## src/rtl/sess_pkg.sv

```systemverilog
// Shared types and constants for the session-flag access scheduler.
package sess_pkg;

  localparam int LAT_W = 4;

  typedef enum logic [2:0] {
    ST_IDLE  = 3'd0,
    ST_INIT  = 3'd1,
    ST_READ  = 3'd2,
    ST_WRITE = 3'd3,
    ST_WAIT  = 3'd4
  } state_t;

  typedef enum logic [1:0] {
    OWN_INIT  = 2'd0,
    OWN_RD    = 2'd1,
    OWN_WR    = 2'd2,
    OWN_DECAY = 2'd3
  } owner_t;

  localparam logic [1:0] SESS_S0 = 2'b00;
  localparam logic [1:0] SESS_S1 = 2'b01;
  localparam logic [1:0] SESS_S2 = 2'b10;
  localparam logic [1:0] SESS_S3 = 2'b11;

  // The store keeps the decaying S1 flag behind address 00, hence S1UPD there.
  localparam logic [1:0] S1_FLAG_ADDR = SESS_S0;

endpackage

```

## src/rtl/sess_decay_tmr.sv

```systemverilog
// S1 decay timer: free-running period counter plus a single pending flag.
module sess_decay_tmr #(
  parameter int DECAY_CYC = 1024
) (
  input  logic clk,
  input  logic rst_n,
  input  logic hold,
  input  logic clr,
  output logic pend
);

  localparam int CW = $clog2(DECAY_CYC);

  logic [CW-1:0] cnt;
  logic          tc;

  assign tc = (cnt == CW'(DECAY_CYC - 1));

  always_ff @(posedge clk or negedge rst_n) begin
    if (!rst_n) begin
      cnt  <= '0;
      pend <= 1'b0;
    end else begin
      if (hold || tc) cnt <= '0;
      else            cnt <= cnt + 1'b1;
      // A terminal count while already pending just re-asserts the one flag.
      if (tc && !hold) pend <= 1'b1;
      else if (clr)    pend <= 1'b0;
    end
  end

endmodule

```

## src/rtl/sess_acc_arb.sv

```systemverilog
// Session-flag store access scheduler. Optional S1 decay: define SESS_S1_DECAY_EN.
module sess_acc_arb
  import sess_pkg::*;
#(
  parameter int LAT       = 2,
  parameter int DECAY_CYC = 1024
) (
  input  logic       clk,
  input  logic       rst_n,
  input  logic       init_req,
  input  logic       rd_req,
  input  logic [1:0] rd_addr,
  input  logic       wr_req,
  input  logic [1:0] wr_addr,
  input  logic       wr_data,
  output logic       init_gnt,
  output logic       rd_gnt,
  output logic       wr_gnt,
  output logic       init_done,
  output logic       rd_done,
  output logic       wr_done,
  output logic       SRD,
  output logic       S1UPD,
  output logic       SXUPD,
  output logic [1:0] SADDR,
  output logic       SWDATA,
  output logic       busy
);

  state_t             state;
  owner_t             owner;
  logic [LAT_W-1:0]   cnt;
  logic               decay_pend;
  logic               fire_done;

  // Done is registered, so it is launched one cycle before the counter reads 1.
  assign fire_done = ((state == ST_WAIT) && (cnt == LAT_W'(2))) ||
                     ((state inside {ST_INIT, ST_READ, ST_WRITE}) && (LAT == 1));

`ifdef SESS_S1_DECAY_EN
  logic init_active;
  logic decay_clr;

  assign init_active = busy && (owner == OWN_INIT);
  assign decay_clr   = (state == ST_IDLE) && !init_req && decay_pend;

  sess_decay_tmr #(
    .DECAY_CYC (DECAY_CYC)
  ) u_decay (
    .clk   (clk),
    .rst_n (rst_n),
    .hold  (init_active),
    .clr   (decay_clr),
    .pend  (decay_pend)
  );
`else
  // Without decay support DECAY_CYC has no effect; the term folds to zero.
  assign decay_pend = 1'b0 & (DECAY_CYC > 0);
`endif

  // NOTE: every register here uses <= so all branches see pre-edge values.
  always_ff @(posedge clk or negedge rst_n) begin
    if (!rst_n) begin
      state     <= ST_IDLE;
      owner     <= OWN_INIT;
      cnt       <= '0;
      init_gnt  <= 1'b0;
      rd_gnt    <= 1'b0;
      wr_gnt    <= 1'b0;
      init_done <= 1'b0;
      rd_done   <= 1'b0;
      wr_done   <= 1'b0;
      SRD       <= 1'b0;
      S1UPD     <= 1'b0;
      SXUPD     <= 1'b0;
      SADDR     <= SESS_S0;
      SWDATA    <= 1'b0;
      busy      <= 1'b0;
    end else begin
      init_gnt  <= 1'b0;
      rd_gnt    <= 1'b0;
      wr_gnt    <= 1'b0;
      init_done <= 1'b0;
      rd_done   <= 1'b0;
      wr_done   <= 1'b0;
      SRD       <= 1'b0;
      S1UPD     <= 1'b0;
      SXUPD     <= 1'b0;

      case (state)
        ST_IDLE: begin
          if (init_req) begin
            state    <= ST_INIT;
            owner    <= OWN_INIT;
            init_gnt <= 1'b1;
            SRD      <= 1'b1;
            SADDR    <= SESS_S0;
            busy     <= 1'b1;
          end else if (decay_pend) begin
            state  <= ST_WRITE;
            owner  <= OWN_DECAY;
            S1UPD  <= 1'b1;
            SADDR  <= S1_FLAG_ADDR;
            SWDATA <= 1'b0;
            busy   <= 1'b1;
          end else if (wr_req) begin
            state  <= ST_WRITE;
            owner  <= OWN_WR;
            wr_gnt <= 1'b1;
            S1UPD  <= (wr_addr == S1_FLAG_ADDR);
            SXUPD  <= (wr_addr != S1_FLAG_ADDR);
            SADDR  <= wr_addr;
            SWDATA <= wr_data;
            busy   <= 1'b1;
          end else if (rd_req) begin
            state  <= ST_READ;
            owner  <= OWN_RD;
            rd_gnt <= 1'b1;
            SRD    <= 1'b1;
            SADDR  <= rd_addr;
            busy   <= 1'b1;
          end
        end

        ST_INIT, ST_READ, ST_WRITE: begin
          state <= ST_WAIT;
          cnt   <= LAT_W'(LAT);
        end

        ST_WAIT: begin
          cnt <= cnt - 1'b1;
          if (cnt == LAT_W'(1)) begin
            if ((owner == OWN_INIT) && (SADDR != SESS_S3)) begin
              state <= ST_INIT;
              SRD   <= 1'b1;
              SADDR <= SADDR + 2'd1;
            end else begin
              state <= ST_IDLE;
              busy  <= 1'b0;
            end
          end
        end

        default: begin
          state <= ST_IDLE;
          busy  <= 1'b0;
        end
      endcase

      if (fire_done) begin
        init_done <= (owner == OWN_INIT) && (SADDR == SESS_S3);
        rd_done   <= (owner == OWN_RD);
        wr_done   <= (owner == OWN_WR);
      end
    end
  end

endmodule

```

## config.mk

```make
export PLATFORM = sky130hd
export DESIGN_NAME = sess_acc_arb
export DESIGN_NICKNAME = d
export VERILOG_FILES = /design/src/rtl/sess_pkg.sv /design/src/rtl/sess_decay_tmr.sv /design/src/rtl/sess_acc_arb.sv
export SDC_FILE = /design/constraint.sdc
export NUM_CORES = 1
export LEC_CHECK = 0
export ABC_AREA = 1
export CAP_MARGIN = 20
export CORE_MARGIN = 1
export CORE_UTILIZATION = 55
export CTS_BUF_LIST = sky130_fd_sc_hd__clkbuf_4
export CTS_CLUSTER_SIZE = 25
export DETAILED_ROUTE_END_ITERATION = 7
export PLACE_DENSITY = 0.95
export SYNTH_ARGS = -nofsm -noshare
export SYNTH_HDL_FRONTEND = slang
export SYNTH_SLANG_ARGS = --single-unit
```

## constraint.sdc

```tcl
create_clock -name clk -period 2.8 [get_ports clk]
set_clock_uncertainty 0.2 [all_clocks]
set_input_delay 0.7 -clock clk [delete_from_list [all_inputs] [get_ports clk]]
set_output_delay 0.7 -clock clk [all_outputs]
set_load 0.02 [all_outputs]
```

Run 1, clock distribution:
The bar under the picture is 10 microns long.
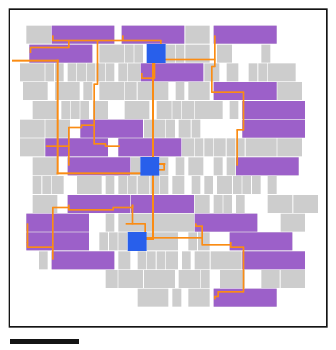
[clock-net drivers] blue | count: 3
[clock wires] orange | length: 235 microns
[flip-flops] purple | count: 22
flops lie	spread over the die
routed clock nets	4
Clock power frac: 17.4%
Clk. pwr: 244 uW

Run 1, routed metal per tile:
The bar under the picture is 10 microns long. 9 x 9 tiles, from white (low) to dark blue (high), scaled to the fullest tile. Values are wire area over tile area, all layers added.
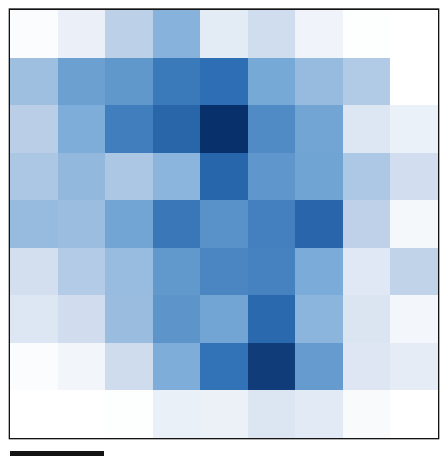
fullest tile	0.46
densest ninth of the die	centre
mean over tiles	0.17
nearly empty tiles	11%
tiles over half the peak	33%
aggregate global-route resource usage: 25.29%
vias: 897
Detailed Route WL: 2.182 mm
WL per Instance: 12.61 microns

Run 1, clock wiring as the flow saved it:
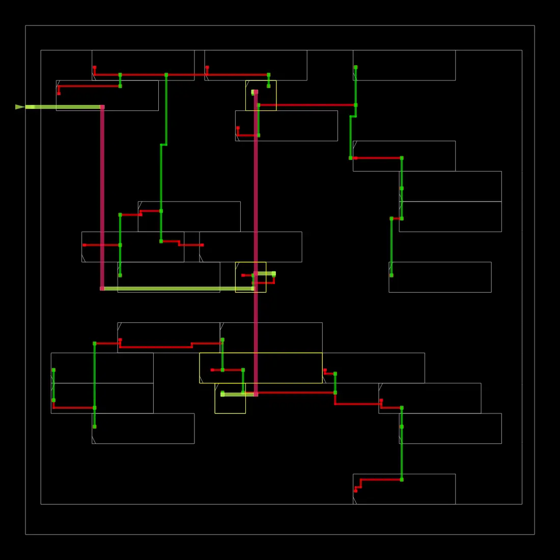
Clock Sinks: 22
Num CTS Buffers: 3

==> run notes, run 1 <==
fresh numbers from the pnr run: Chip Area, Yosys between 1000 and 1500 sq um, DRC violation count after routing 0, first-pass GRT wire length around 3.7 mm, Via-to-Cell Ratio just over 5, cell family contributing the most delay on the critical path buffers and inverters, yosys xor share between 1.5 and 2%, dominant register cell dfrtp_1, post-DP HPWL about 1.6 mm, area grow syn2layout 29.61%, Leak 0.0007041 uW, final non-filler cell area around 1400 sq um, sequential cell power a little under 500 uW, met3 Track Usage GR 3.175%, final setup margin 539.7 ps, initial antenna violation count 0, Rows 15, hold_buf cts 0, fraction of layout cells with a size suffix above 1 12.84%, flip-flops with a built-in enable 0, Netlist Area Pre-Place ~1100 sq um, clock tree buffer depth 2, DRT met1 WL roughly 900 microns, die width 45.74 microns, worst vdd ir 0.0006392 V, ant diodes 0, crit path launch type register, CP Buf/Inv Count 1, yosys simple share 29.37%, WHS Endpoint SWDATA$_DFFE_PN0P_, AO/OA Area Share 5.351%, met2 wire length 1.118 mm, Synth Instances 121, outcome finished clean, Mean Syn Cell Area 8.696 sq um, DP Worst Slack 592.3 ps, critical path arrival between 1000 and 1500 ps, met1 Use GR 30.95%, warnings from Yosys 0, hold path cells 2
[run 1: final cells by class]
class                           count  area [sq um]
Fill cell                         130         400.4
Sequential cell                    22         550.5
Clock buffer                        3         22.52
Tap cell                           25         31.28
Inverter                           18         68.82
Multi-Input combinational cell     81         432.9
Timing Repair Buffer               23         227.7
Clock inverter                      1         30.03
[run 1: how the worst max path moves through the flow]
stage | to | slack [ps] | cells past startpoint
after floorplan | SADDR[1]$_DFFE_PN0P_ | 1290 | 6
after global placement | SADDR[0]$_DFFE_PN0P_ | 690 | 8
after detailed placement | SADDR[0]$_DFFE_PN0P_ | 590 | 8
after CTS | SADDR[0] | 530 | 1
after global routing | SADDR[0] | 490 | 1
final | SADDR[0] | 540 | 1
==> inputs of run 2 (changes only) <==
Settings changed: CORE_UTILIZATION 55 to 51, PLACE_DENSITY 0.95 to 0.9.
Clock period 2.8 ns to 2.1 ns, I/O delays scaled along.
Run 2, signal wires on met3:
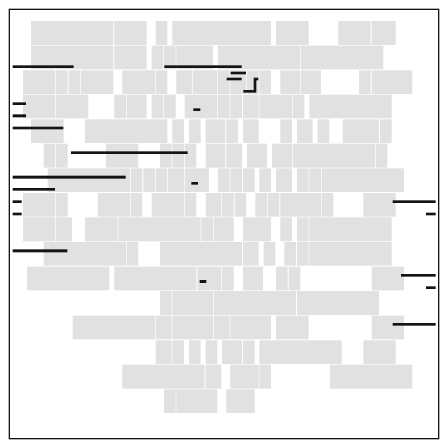
main direction	horizontal
longest straight run	12.6 microns
nets with wire on the layer	19
share of all routed wire	3.9%
vias: 884
met3 Track Usage GR: 4.151%

==> run 2 against run 1 <==
Register-to-register slack got worse by 690 ps. Synthesized cell count did not move. Total power rose by 32%. Routed wire length fell by 6.4%. Sequential share of layout area fell by 0.15 points. Sequential cell count did not move. Clock power rose by 31%. Largest cell class unchanged.
==> run notes, run 2 <==
fresh numbers from the pnr run: Placed Area between 1000 and 1500 sq um, sequential cell power 662 uW (+33%), first-pass GRT wire length 3.098 mm (-17%), Netlist Area Pre-Place 1052 sq um (unchanged), cell family contributing the most delay on the critical path buffers and inverters, critical path arrival 1300 ps (-60 ps), CP endpoint SADDR[1], WHS Endpoint busy$_DFFE_PN0P_, Clock Sinks 22 (unchanged), Leak 0.0007176 uW (+1.9%), met2 wire length 1.010 mm (-9.7%), worst vdd ir 0.0007919 V (+24%), Rows 16 (+1), crit path launch type register, ant diodes 0 (unchanged), final setup margin 74.70 ps (-465.0 ps), area grow syn2layout 30.08%, post-DP HPWL 1.510 mm (-7.0%), outcome finished clean, fraction of layout cells with a size suffix above 1 12.84% (unchanged), Via-to-Cell Ratio 5.051 (-2.6%), met1 Use GR 25.54% (-5.4 points), CP Buf/Inv Count 1 (unchanged), Crit path depth 1 (unchanged), flip-flops with a built-in enable 0 (unchanged), die width 47.43 microns (+3.7%), DP Worst Slack 86.22 ps (-506.1 ps), Num CTS Buffers 3 (unchanged), DRT met1 WL 923 microns (+2.6%), Clk. pwr 320 uW (+31%), TNS Setup 0 ps, syn nets 135, Detailed Route WL 2.042 mm (-6.4%), Chip Area, Yosys 1052 sq um (unchanged), final non-filler cell area 1369 sq um (+0.37%), initial antenna violation count 0 (unchanged), period utilization a little over nine tenths, DRC violation count after routing 0 (unchanged), warnings from Yosys 0 (unchanged), FF-to-FF Start cnt[1]$_DFFE_PN0P_, Mean Syn Cell Area 8.696 sq um (unchanged), Ports 23, register share after synthesis 52.32%, Synth Instances 121 (unchanged), Clock power frac 17.3% (about the same)
==> run 2: cell counts after synthesis <==
Identical to the previous run, type by type.
==> run 2: layout make-up <==
class                   count  area, sq um
flip-flops and latches     22        550.5
fillers                   153        573.1
well taps                  27        33.78
inverters                  18        68.82
multi-input cells          81        432.9
clock inverters             1        30.03
clock buffers               3        22.52
repair buffers             23        230.2
==> run 2: logic make-up after synthesis <==
logic type	count (synthesis)	synth area share, %
AOI/OAI and AO/OA	10	5.350
xor gates and xnor gates	2	1.665
adders and majority gates	4	4.756
buffers and inverters	18	6.539
DFF	22	52.32
and+or+nand+nor	65	29.37
==> run 2: repair_timing <==
action | CTS | global route
hold buffers | 0 | 0
buffers inserted | 0 | 0
endpoints found under the setup margin | 0 | 1
resized | 0 | 1
Power is estimated from default activity; no workload was simulated.
